## src/rtl/fifo_burst_reader.sv

```systemverilog
// rtl/fifo_burst_reader.sv - burst reader that drains an upstream FIFO into a valid/ready stream
// Ports:
//   clk, rst_n       clock, asynchronous active-low reset
//   fifo_empty       upstream FIFO empty flag
//   fifo_prog_empty  upstream programmable-empty flag (low: at least BURST_LEN words stored)
//   fifo_data        upstream read data, valid the cycle after fifo_rd_en
//   fifo_rd_en       upstream read strobe
//   m_valid, m_ready output handshake
//   m_data, m_last   output word and end-of-burst marker
//   busy             high whenever the FSM is not idle
module fifo_burst_reader #(
  parameter int WIDTH     = 8,
  parameter int BURST_LEN = 4,
  parameter int TIMEOUT   = 16
) (
  input  logic             clk,
  input  logic             rst_n,
  input  logic             fifo_empty,
  input  logic             fifo_prog_empty,
  input  logic [WIDTH-1:0] fifo_data,
  output logic             fifo_rd_en,
  output logic             m_valid,
  input  logic             m_ready,
  output logic [WIDTH-1:0] m_data,
  output logic             m_last,
  output logic             busy
);

  localparam int CW = $clog2(BURST_LEN + 1);

  typedef enum logic [1:0] {
    S_IDLE  = 2'd0,
    S_BURST = 2'd1,
    S_FLUSH = 2'd2,
    S_DRAIN = 2'd3
  } state_t;

  state_t           state_q;
  logic [7:0]       idle_cnt_q;
  logic [CW-1:0]    rd_left_q;
  logic             inflight_q;
  logic             inflight_last_q;
  logic [WIDTH-1:0] buf_data_q [2];
  logic [1:0]       buf_last_q;
  logic             wr_ptr_q;
  logic             rd_ptr_q;
  logic [1:0]       count_q;
  logic [1:0]       count_d;

  logic       accept;
  logic       reading;
  logic       last_read;
  logic [1:0] occ_after;

  assign m_valid   = (count_q != 2'd0);
  assign accept    = m_valid & m_ready;
  assign reading   = (state_q == S_BURST) || (state_q == S_FLUSH);
  assign last_read = (rd_left_q == CW'(1));

  // Occupancy net of a word leaving this cycle, so a steady stream can keep
  // one read per cycle while the 2-entry buffer can never overflow.
  assign occ_after = count_q - {1'b0, accept};

  assign fifo_rd_en = reading && !fifo_empty && (rd_left_q != '0) &&
                      ((occ_after + {1'b0, inflight_q}) < 2'd2);

  assign count_d = count_q + {1'b0, inflight_q} - {1'b0, accept};

  assign m_data = buf_data_q[rd_ptr_q];
  assign m_last = m_valid & buf_last_q[rd_ptr_q];
  assign busy   = (state_q != S_IDLE);

  always_ff @(posedge clk or negedge rst_n) begin
    if (!rst_n) begin
      state_q         <= S_IDLE;
      idle_cnt_q      <= '0;
      rd_left_q       <= '0;
      inflight_q      <= 1'b0;
      inflight_last_q <= 1'b0;
      buf_data_q[0]   <= '0;
      buf_data_q[1]   <= '0;
      buf_last_q      <= '0;
      wr_ptr_q        <= 1'b0;
      rd_ptr_q        <= 1'b0;
      count_q         <= '0;
    end else begin
      // Standard-mode FIFO: data arrives one cycle after the strobe, so the
      // last-word tag travels alongside the in-flight flag.
      inflight_q      <= fifo_rd_en;
      inflight_last_q <= fifo_rd_en & last_read;

      if (inflight_q) begin
        buf_data_q[wr_ptr_q] <= fifo_data;
        buf_last_q[wr_ptr_q] <= inflight_last_q;
        wr_ptr_q             <= ~wr_ptr_q;
      end
      if (accept) begin
        rd_ptr_q <= ~rd_ptr_q;
      end
      count_q <= count_d;

      case (state_q)
        S_IDLE: begin
          if (!fifo_prog_empty) begin
            state_q    <= S_BURST;
            rd_left_q  <= CW'(BURST_LEN);
            idle_cnt_q <= '0;
          end else if (!fifo_empty) begin
            if (idle_cnt_q == 8'(TIMEOUT - 1)) begin
              state_q    <= S_FLUSH;
              rd_left_q  <= CW'(1);
              idle_cnt_q <= '0;
            end else begin
              idle_cnt_q <= idle_cnt_q + 8'd1;
            end
          end else begin
            idle_cnt_q <= '0;
          end
        end
        S_BURST, S_FLUSH: begin
          // An empty upstream simply withholds fifo_rd_en; the burst stays open.
          if (fifo_rd_en) begin
            rd_left_q <= rd_left_q - CW'(1);
            if (last_read) begin
              state_q <= S_DRAIN;
            end
          end
        end
        S_DRAIN: begin
          if (accept && m_last) begin
            state_q <= S_IDLE;
          end
        end
        default: state_q <= S_IDLE;
      endcase
    end
  end

endmodule

```

## config.mk

```make
export PLATFORM = sky130hd
export DESIGN_NAME = fifo_burst_reader
export DESIGN_NICKNAME = d
export VERILOG_FILES = /design/src/rtl/fifo_burst_reader.sv
export SDC_FILE = /design/constraint.sdc
export NUM_CORES = 1
export LEC_CHECK = 0
export CAP_MARGIN = 15
export CORE_MARGIN = 10
export CORE_UTILIZATION = 50
export DETAILED_ROUTE_END_ITERATION = 10
export PLACE_DENSITY = 0.74
export SETUP_SLACK_MARGIN = 0.1
export SYNTH_ARGS = -nofsm -noshare
export SYNTH_HDL_FRONTEND = slang
export SYNTH_SLANG_ARGS = --single-unit
export TNS_END_PERCENT = 1
```

## constraint.sdc

```tcl
create_clock -name clk -period 4.4 [get_ports clk]
set_clock_uncertainty 0.1 [all_clocks]
set_input_delay 0.44 -clock clk [delete_from_list [all_inputs] [get_ports clk]]
set_output_delay 0.44 -clock clk [all_outputs]
set_load 0.01 [all_outputs]
```

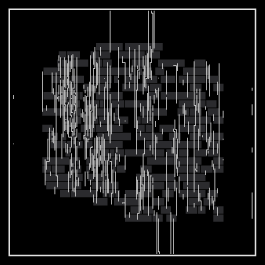
Fig. 1. M2 wires.
Drawn at 3 px/um.
wire length on this layer: 1,860 um
main direction: vertical
nets with wire on the layer: 192
DR vias: 1,338
routed wire length: 3633 um
GR Layer Usage met2: 21.41%

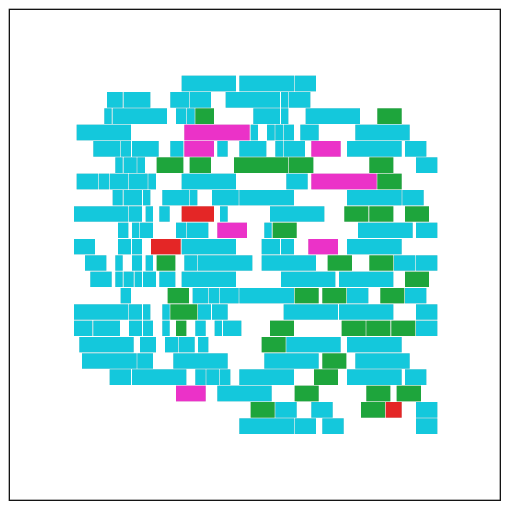
Fig. 2. Cell sizes after repair.
Drawn at 6 px/um.
| size | colour | cells |
|---|---|---|
| x3 and x4 | red | 3 |
| x6 and larger | magenta | 7 |
| x1 and smaller | cyan | 146 |
| x2 | green | 34 |

==> flow_metrics.py <==
# Synthesis and PnR figures
metrics = {
    "outcome": {
        "status": "finished clean",
    },
    "global_route": {
        "gr-max-usage-layer": "met2",
        "grt_antenna_before_repair": 0,
        "grt_pass1_wl_um": 6430,
        "use_met1_pct": 13.34,
    },
    "setup_path": {
        "endpoint": "fifo_rd_en",
        "critPathMaxStageDelay_ns": 0.59,
        "setup.worst_path.start": "count_q[1]",
        "crit_slowest_cell": "clkdlybuf4s50_1",
        "worst_r2r_startpoint": "count_q[1]",
        "path_cells": "o21ai_0 -> inv_1 -> ha_1 -> inv_1 -> ha_1 -> xor3_2 -> nor3_1 -> clkdlybuf4s50_1",
    },
    "cells_and_area": {
        "clockNetworkAreaShare_pct": 5.774,
        "top_register": "buf_data_q",
        "nets": 210,
        "area.combinational_um2": 898.4,
        "areaGrowthSynthToFinish_pct": 22.15,
        "seq_area_um2": 925.9,
        "final_cells": 238,
        "diodes": 0,
        "final_common_cell": "dfrtp_1",
        "top_regs": "buf_data_q (16), idle_cnt_q (8), rd_left_q (3)",
        "biggestCellCategory": "flip-flops and latches",
        "final_layout_top_logic_cells": "37 x dfrtp_1, 26 x mux2_2, 24 x clkdlybuf4s50_1, 14 x inv_1",
        "seq_cells": 37,
        "buffers": 25,
    },
    "floorplan": {
        "coreArea_um2": 3661,
        "die_h_um": 81.61,
        "fp-utilization_pct": 51.85,
    },
    "final_timing": {
        "relSlewSlack_pct": 43.38,
        "whs_ns": 0.3893,
        "setup_viol": 0,
        "slew_violations": 0,
        "rsz0062_at_grt": "no",
        "max_freq_mhz": 305.5,
    },
    "placed_design": {
        "place_inst": 230,
        "numPortBuffers": 24,
    },
    "power": {
        "share_clk_of_total_power_pct": 20.1,
        "p_int_mw": 1.144,
        "powerClk_mw": 0.343,
        "ir_drop_mv": 0.3202,
        "cellLeakagePower_nw": 1.056,
        "pwr_density_cell_nw_per_um2": 734.7,
        "switchingPower_mw": 0.5591,
        "p_comb_share_pct": 45.7,
    },
    "route": {
        "drt_iter0_drc": 69,
        "dr.max_layer_used": "met4",
        "met2WireLength_um": 1856,
        "wire_per_inst_um": 15.26,
    },
    "synth": {
        "synth_top_area_share_pct": 48.78,
        "synth.most_common_cell": "dfrtp_1",
        "ys_sh_simple_pct": 11.67,
        "synth-xor-area-share_pct": 2.703,
        "yosys.stat.seqShare_pct": 48.78,
        "ys_cells": 162,
        "edf_count": 0,
        "yosys_warnings": 0,
        "area_leaders": "dfrtp_1 49%, mux2_2 15%, ha_1 5.3%, inv_1 2.8%, o21ai_0 2.1%",
    },
    "clocking": {
        "clk_pin_slew_worst_paths_ns": 0.07,
        "cts_resized": 0,
        "cts_sinks": 37,
        "clockRootBuffer": "clkbuf_8",
        "post_cts_buffers": 0,
        "worstSkewPairLatency_ns": 0.29,
    },
    "hold_path": {
        "min-delay-start": "wr_ptr_q",
    },
    "job": {
        "tool_warnings": 29,
    },
}
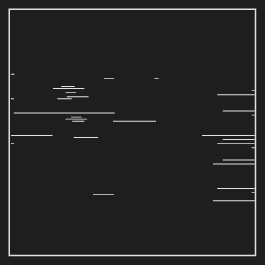
Fig. 3. Metal 3.
Drawn at 3 px/um.
nets with wire on the layer: 26
longest straight run: 33.4 um

Power figures rest on the tool's default switching activity, not on a simulated workload.
